### src/rtl/ahb_sram_if.sv
// AHB-Lite signal bundle between the bus fabric and the ahb_sram slave.
interface ahb_sram_if;
  logic        HSEL;
  logic [31:0] HADDR;
  logic        HREADY;
  logic        HWRITE;
  logic [1:0]  HTRANS;
  logic [2:0]  HSIZE;
  logic [31:0] HWDATA;
  logic [31:0] HRDATA;
  logic        HREADYOUT;

  modport master (
    output HSEL, HADDR, HREADY, HWRITE, HTRANS, HSIZE, HWDATA,
    input  HRDATA, HREADYOUT
  );

  modport slave (
    input  HSEL, HADDR, HREADY, HWRITE, HTRANS, HSIZE, HWDATA,
    output HRDATA, HREADYOUT
  );
endinterface

### src/rtl/ahb_sram.sv
// AHB-Lite slave bridge onto a single-port, byte-writable synchronous SRAM.
// Zero-wait writes/reads; a read landing in a write data phase costs one wait state.
module ahb_sram #(
  parameter int unsigned AW = 14
) (
  input  logic          HCLK,
  input  logic          HRESETn,
  ahb_sram_if.slave     ahb,
  input  logic [31:0]   SRAMRDATA,
  output logic [3:0]    SRAMWEN,
  output logic [31:0]   SRAMWDATA,
  output logic          SRAMCS0,
  output logic [AW-3:0] SRAMADDR
);

  typedef enum logic [1:0] {
    ST_IDLE,
    ST_WR_DATA,
    ST_RD_STALL
  } state_t;

  state_t        state;
  logic [AW-3:0] wr_addr;
  logic [AW-3:0] rd_addr;
  logic [3:0]    wr_mask;

  logic          valid;
  logic [AW-3:0] haddr_word;
  logic [3:0]    lane_mask;
  logic          unused_bits;

  assign valid       = ahb.HSEL & ahb.HREADY & ahb.HTRANS[1];
  assign haddr_word  = ahb.HADDR[AW-1:2];
  assign unused_bits = ^{ahb.HADDR[31:AW], ahb.HTRANS[0]};

  always_comb begin
    unique case (ahb.HSIZE)
      3'd0:    lane_mask = 4'b0001 << ahb.HADDR[1:0];
      3'd1:    lane_mask = ahb.HADDR[1] ? 4'b1100 : 4'b0011;
      default: lane_mask = '1;
    endcase
  end

  // The old wr_pend/rd_defer flag pair is one-hot here: a read arriving in a
  // write data phase leaves no write pending, and no transfer is accepted while
  // the deferred read holds HREADYOUT low.
  always_ff @(posedge HCLK or posedge HRESETn) begin
    if (HRESETn) begin
      state   <= ST_IDLE;
      wr_addr <= '0;
      wr_mask <= '0;
      rd_addr <= '0;
    end else begin
      state <= ST_IDLE;
      if (valid && ahb.HWRITE) begin
        state   <= ST_WR_DATA;
        wr_addr <= haddr_word;
        wr_mask <= lane_mask;
      end else if (valid && state == ST_WR_DATA) begin
        state   <= ST_RD_STALL;
        rd_addr <= haddr_word;
      end
    end
  end

  // Port priority: pending write, then deferred read, then a fresh read.
  always_comb begin
    SRAMCS0   = 1'b0;
    SRAMWEN   = '0;
    SRAMADDR  = haddr_word;
    SRAMWDATA = ahb.HWDATA;
    unique case (state)
      ST_WR_DATA: begin
        SRAMCS0  = 1'b1;
        SRAMWEN  = wr_mask;
        SRAMADDR = wr_addr;
      end
      ST_RD_STALL: begin
        SRAMCS0  = 1'b1;
        SRAMADDR = rd_addr;
      end
      default: begin
        if (valid && !ahb.HWRITE) begin
          SRAMCS0 = 1'b1;
        end
      end
    endcase
  end

  assign ahb.HRDATA    = SRAMRDATA;
  assign ahb.HREADYOUT = (state != ST_RD_STALL);

endmodule

### src/flat_wrapper.sv
// flat-port wrapper written by rule: the top's interface ports become plain ports
module ahb_sram_flat 
#(
  parameter int unsigned AW = 14
)
  (HCLK, HRESETn, SRAMRDATA, SRAMWEN, SRAMWDATA, SRAMCS0, SRAMADDR, ahb_HSEL, ahb_HADDR, ahb_HREADY, ahb_HWRITE, ahb_HTRANS, ahb_HSIZE, ahb_HWDATA, ahb_HRDATA, ahb_HREADYOUT);
  ahb_sram_if ahb_i ();
  input  logic HCLK;
  input  logic HRESETn;
  input  logic [31:0] SRAMRDATA;
  output logic [3:0] SRAMWEN;
  output logic [31:0] SRAMWDATA;
  output logic SRAMCS0;
  output logic [AW-3:0] SRAMADDR;
  input wire logic [$bits(ahb_i.HSEL)-1:0] ahb_HSEL;
  input wire logic [$bits(ahb_i.HADDR)-1:0] ahb_HADDR;
  input wire logic [$bits(ahb_i.HREADY)-1:0] ahb_HREADY;
  input wire logic [$bits(ahb_i.HWRITE)-1:0] ahb_HWRITE;
  input wire logic [$bits(ahb_i.HTRANS)-1:0] ahb_HTRANS;
  input wire logic [$bits(ahb_i.HSIZE)-1:0] ahb_HSIZE;
  input wire logic [$bits(ahb_i.HWDATA)-1:0] ahb_HWDATA;
  output wire logic [$bits(ahb_i.HRDATA)-1:0] ahb_HRDATA;
  output wire logic [$bits(ahb_i.HREADYOUT)-1:0] ahb_HREADYOUT;
  assign ahb_i.HSEL = ahb_HSEL;
  assign ahb_i.HADDR = ahb_HADDR;
  assign ahb_i.HREADY = ahb_HREADY;
  assign ahb_i.HWRITE = ahb_HWRITE;
  assign ahb_i.HTRANS = ahb_HTRANS;
  assign ahb_i.HSIZE = ahb_HSIZE;
  assign ahb_i.HWDATA = ahb_HWDATA;
  assign ahb_HRDATA = ahb_i.HRDATA;
  assign ahb_HREADYOUT = ahb_i.HREADYOUT;
  ahb_sram #(.AW(AW)) u_core (.HCLK(HCLK), .HRESETn(HRESETn), .ahb(ahb_i), .SRAMRDATA(SRAMRDATA), .SRAMWEN(SRAMWEN), .SRAMWDATA(SRAMWDATA), .SRAMCS0(SRAMCS0), .SRAMADDR(SRAMADDR));
endmodule
### config.mk
export PLATFORM = sky130hd
export DESIGN_NAME = ahb_sram_flat
export DESIGN_NICKNAME = d
export VERILOG_FILES = /design/src/rtl/ahb_sram_if.sv /design/src/rtl/ahb_sram.sv /design/src/flat_wrapper.sv
export SDC_FILE = /design/constraint.sdc
export NUM_CORES = 1
export LEC_CHECK = 0
export ABC_AREA = 0
export ABC_CLOCK_PERIOD_IN_PS = 4800
export CELL_PAD_IN_SITES_DETAIL_PLACEMENT = 1
export CELL_PAD_IN_SITES_GLOBAL_PLACEMENT = 2
export CORE_UTILIZATION = 17
export DETAILED_ROUTE_END_ITERATION = 8
export MAX_ROUTING_LAYER = met4
export PLACE_DENSITY = 0.95
export SETUP_SLACK_MARGIN = 0.2
export SLEW_MARGIN = 10
export SYNTH_ARGS = -nofsm -noshare
export SYNTH_HDL_FRONTEND = slang
export SYNTH_SLANG_ARGS = --single-unit
export TNS_END_PERCENT = 100
### constraint.sdc
create_clock -name HCLK -period 4.8 [get_ports HCLK]
set_input_delay 0.96 -clock HCLK [delete_from_list [all_inputs] [get_ports HCLK]]
set_output_delay 0.96 -clock HCLK [all_outputs]
set_load 0.02 [all_outputs]
Fig. 1: met2 routing
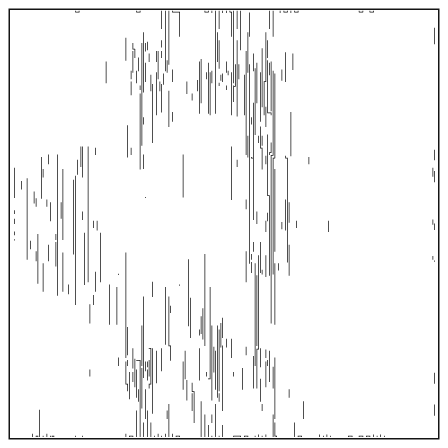
nets with wire on the layer = 210
main direction = vertical
wire length on this layer = 2,170 um
share of all routed wire = 51%

==> impl_metrics.json <==
{
  "status": "completed",
  "ir_worst_vdd_mv": 0.110,
  "netlist.area_leader.share": 0.381,
  "xor_area_frac": 0,
  "nFillCells": 1252,
  "gr-usage-met2": 0.135,
  "r2r_slack_ns": 2.37,
  "comb_cell_power_w": 0.000110,
  "path_depth": 4,
  "wl_per_cell_um": 13.7,
  "dp_slack_ns": 1.43,
  "r2r_cells": 4,
  "postCtsSetupBuffers": 0,
  "nNonClkInverters": 7,
  "cp.arrival_ns": 2.40,
  "crit_path_end": "SRAMCS0",
  "hp-start": "u_core.wr_mask[3]",
  "cp.required_ns": 3.84,
  "p_clk_w": 0.000312,
  "cp_max_fo": 2,
  "cpLargestDelayFamily": "buffers and inverters",
  "finalPower_w": 0.000731,
  "hold_slack_ns": 0.485,
  "place_congestion": 0.604,
  "num_antenna_cells": 0,
  "wl_met3_um": 195,
  "synth_top_cell_by_area": "dfrtp_1",
  "met1_length_um": 1830,
  "aoi_share": 0.0952,
  "seq_power_share": 0.423,
  "lay_top_count": "clkdlybuf4s50_1",
  "combPwrFrac": 0.150,
  "hp-class": "flip-flop to flip-flop",
  "grt_pass1_vias": 1304,
  "async_flop_share": 1.00,
  "wirelength_um": 4240,
  "clock-root-buffer": "clkbuf_16",
  "sw_frac_of_total": 0.232,
  "nets": 276,
  "final_core_util": 0.196,
  "drc": 0,
  "ys_ff": 30,
  "grt-ovfl-total": 0,
  "critical_path_class": "input pin to primary output",
  "yosys_cells": 191,
  "dp_hpwl_um": 3040,
  "setup_viol": 0,
  "synth_area_um2": 1970,
  "intPower_w": 0.000562,
  "synth-simple-area-share": 0.0527,
  "hold_viol_final": 0,
  "synth_nets": 299,
  "die_area_um2": 12000,
  "dpl.cell_count": 301,
  "fp.coreArea_um2": 11100,
  "tap_cells": 140,
  "dr_total_vias": 1171,
  "comb_area_um2": 654,
  "reg.largest.list": "u_core.rd_addr x12, u_core.wr_addr x12, u_core.wr_mask x4",
  "ff_count": 30,
  "synth_warnings": 0,
  "period_minus_slack_ns": 3.36,
  "dr_wl_met2_um": 2170,
  "largest_class": "sequential cells",
  "comb_area_share": 0.302,
  "final_cell_mix": "clkdlybuf4s50_1, dfrtp_1, mux2_2, o21ai_0",
  "p_sw_w": 0.000170,
  "cp-start-kind": "input pin",
  "dr.pass1.iters": 4,
  "ant_nets": 0,
  "cts_max_level": 2,
  "ys_sh_adder": 0.0127,
  "yosys_area_um2": 1970,
  "clkbuf_count": 7,
  "fp-utilization": 0.178,
  "max-slew-margin-rel": 0.432,
  "clkCellAreaFrac": 0.0681,
  "maxPowerGroup": "the clock network",
  "fp.dieH_um": 110,
  "cts_buffers": 5,
  "post_cts_resized": 0,
  "drt_iter0_markers": 17,
  "drive_gt1_frac": 0.213,
  "top_cells_by_area": "dfrtp_1, buf_4, mux2_2",
  "timing.critical_path.buf_inv": 2,
  "rsz0062_at_grt": "false",
  "ys_top_cells_by_count": "buf_4, dfrtp_1, mux2_2",
  "ys_sh_mux": 0.171,
  "seq-power_w": 0.000310,
  "seqCellArea_um2": 751,
  "cpPeakStageDelay_ns": 0.64,
  "busiest_layer": "met2",
  "power_density_nw_per_um2": 337,
  "edf_count": 0,
  "use_met1": 0.0861,
  "io_pins": 188,
  "yosys.stat.seqShare": 0.381,
  "clock_power_share": 0.426,
  "grt_max_degree": 31,
  "clk_pin_slew_ns": 0.05,
  "clkLatencyLatePin_ns": 0.27,
  "r2r-start": "u_core.state[1]",
  "placed_cell_area_um2": 2020,
  "worstHoldEndpoint": "u_core.wr_mask[3]",
  "synth_area_per_cell_um2": 10.3,
  "tightest_slew_ns": 0.852,
  "cp_cell_sequence": "clkdlybuf4s50_1 -> nand3_1 -> o21ai_0 -> clkdlybuf4s50_1",
  "most_common_cell": "buf_4",
  "end_kind": "primary output",
  "fin_worst_skew_ns": 0.00191,
  "finalCritPeriodShare": 0.699,
  "clk_path_buf_depth": 2,
  "hold_depth": 1,
  "timing.fmax_mhz": 298,
  "gr-usage-met3": 0.0219,
  "ctsHoldBuffers": 0
}
Fig. 2: cell sizes after repair
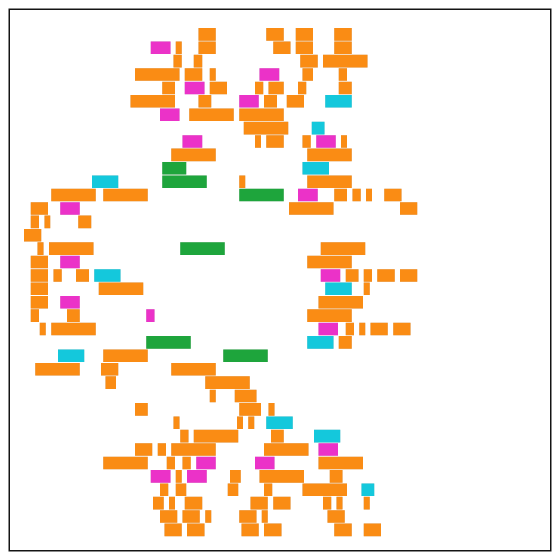
green -> _6 and larger  # cells 6, most used clkbuf_16
magenta -> _2 cells  # cells 19, most used mux2_2
orange -> _0 and _1 cells  # cells 133, most used clkdlybuf4s50_1
cyan -> _3 and _4 cells  # cells 11, most used mux2_4
Setup WS post-layout: 1.44 ns
fin area: 2170 um^2
Signal buffers: 42
area grow syn2layout: 10.1%

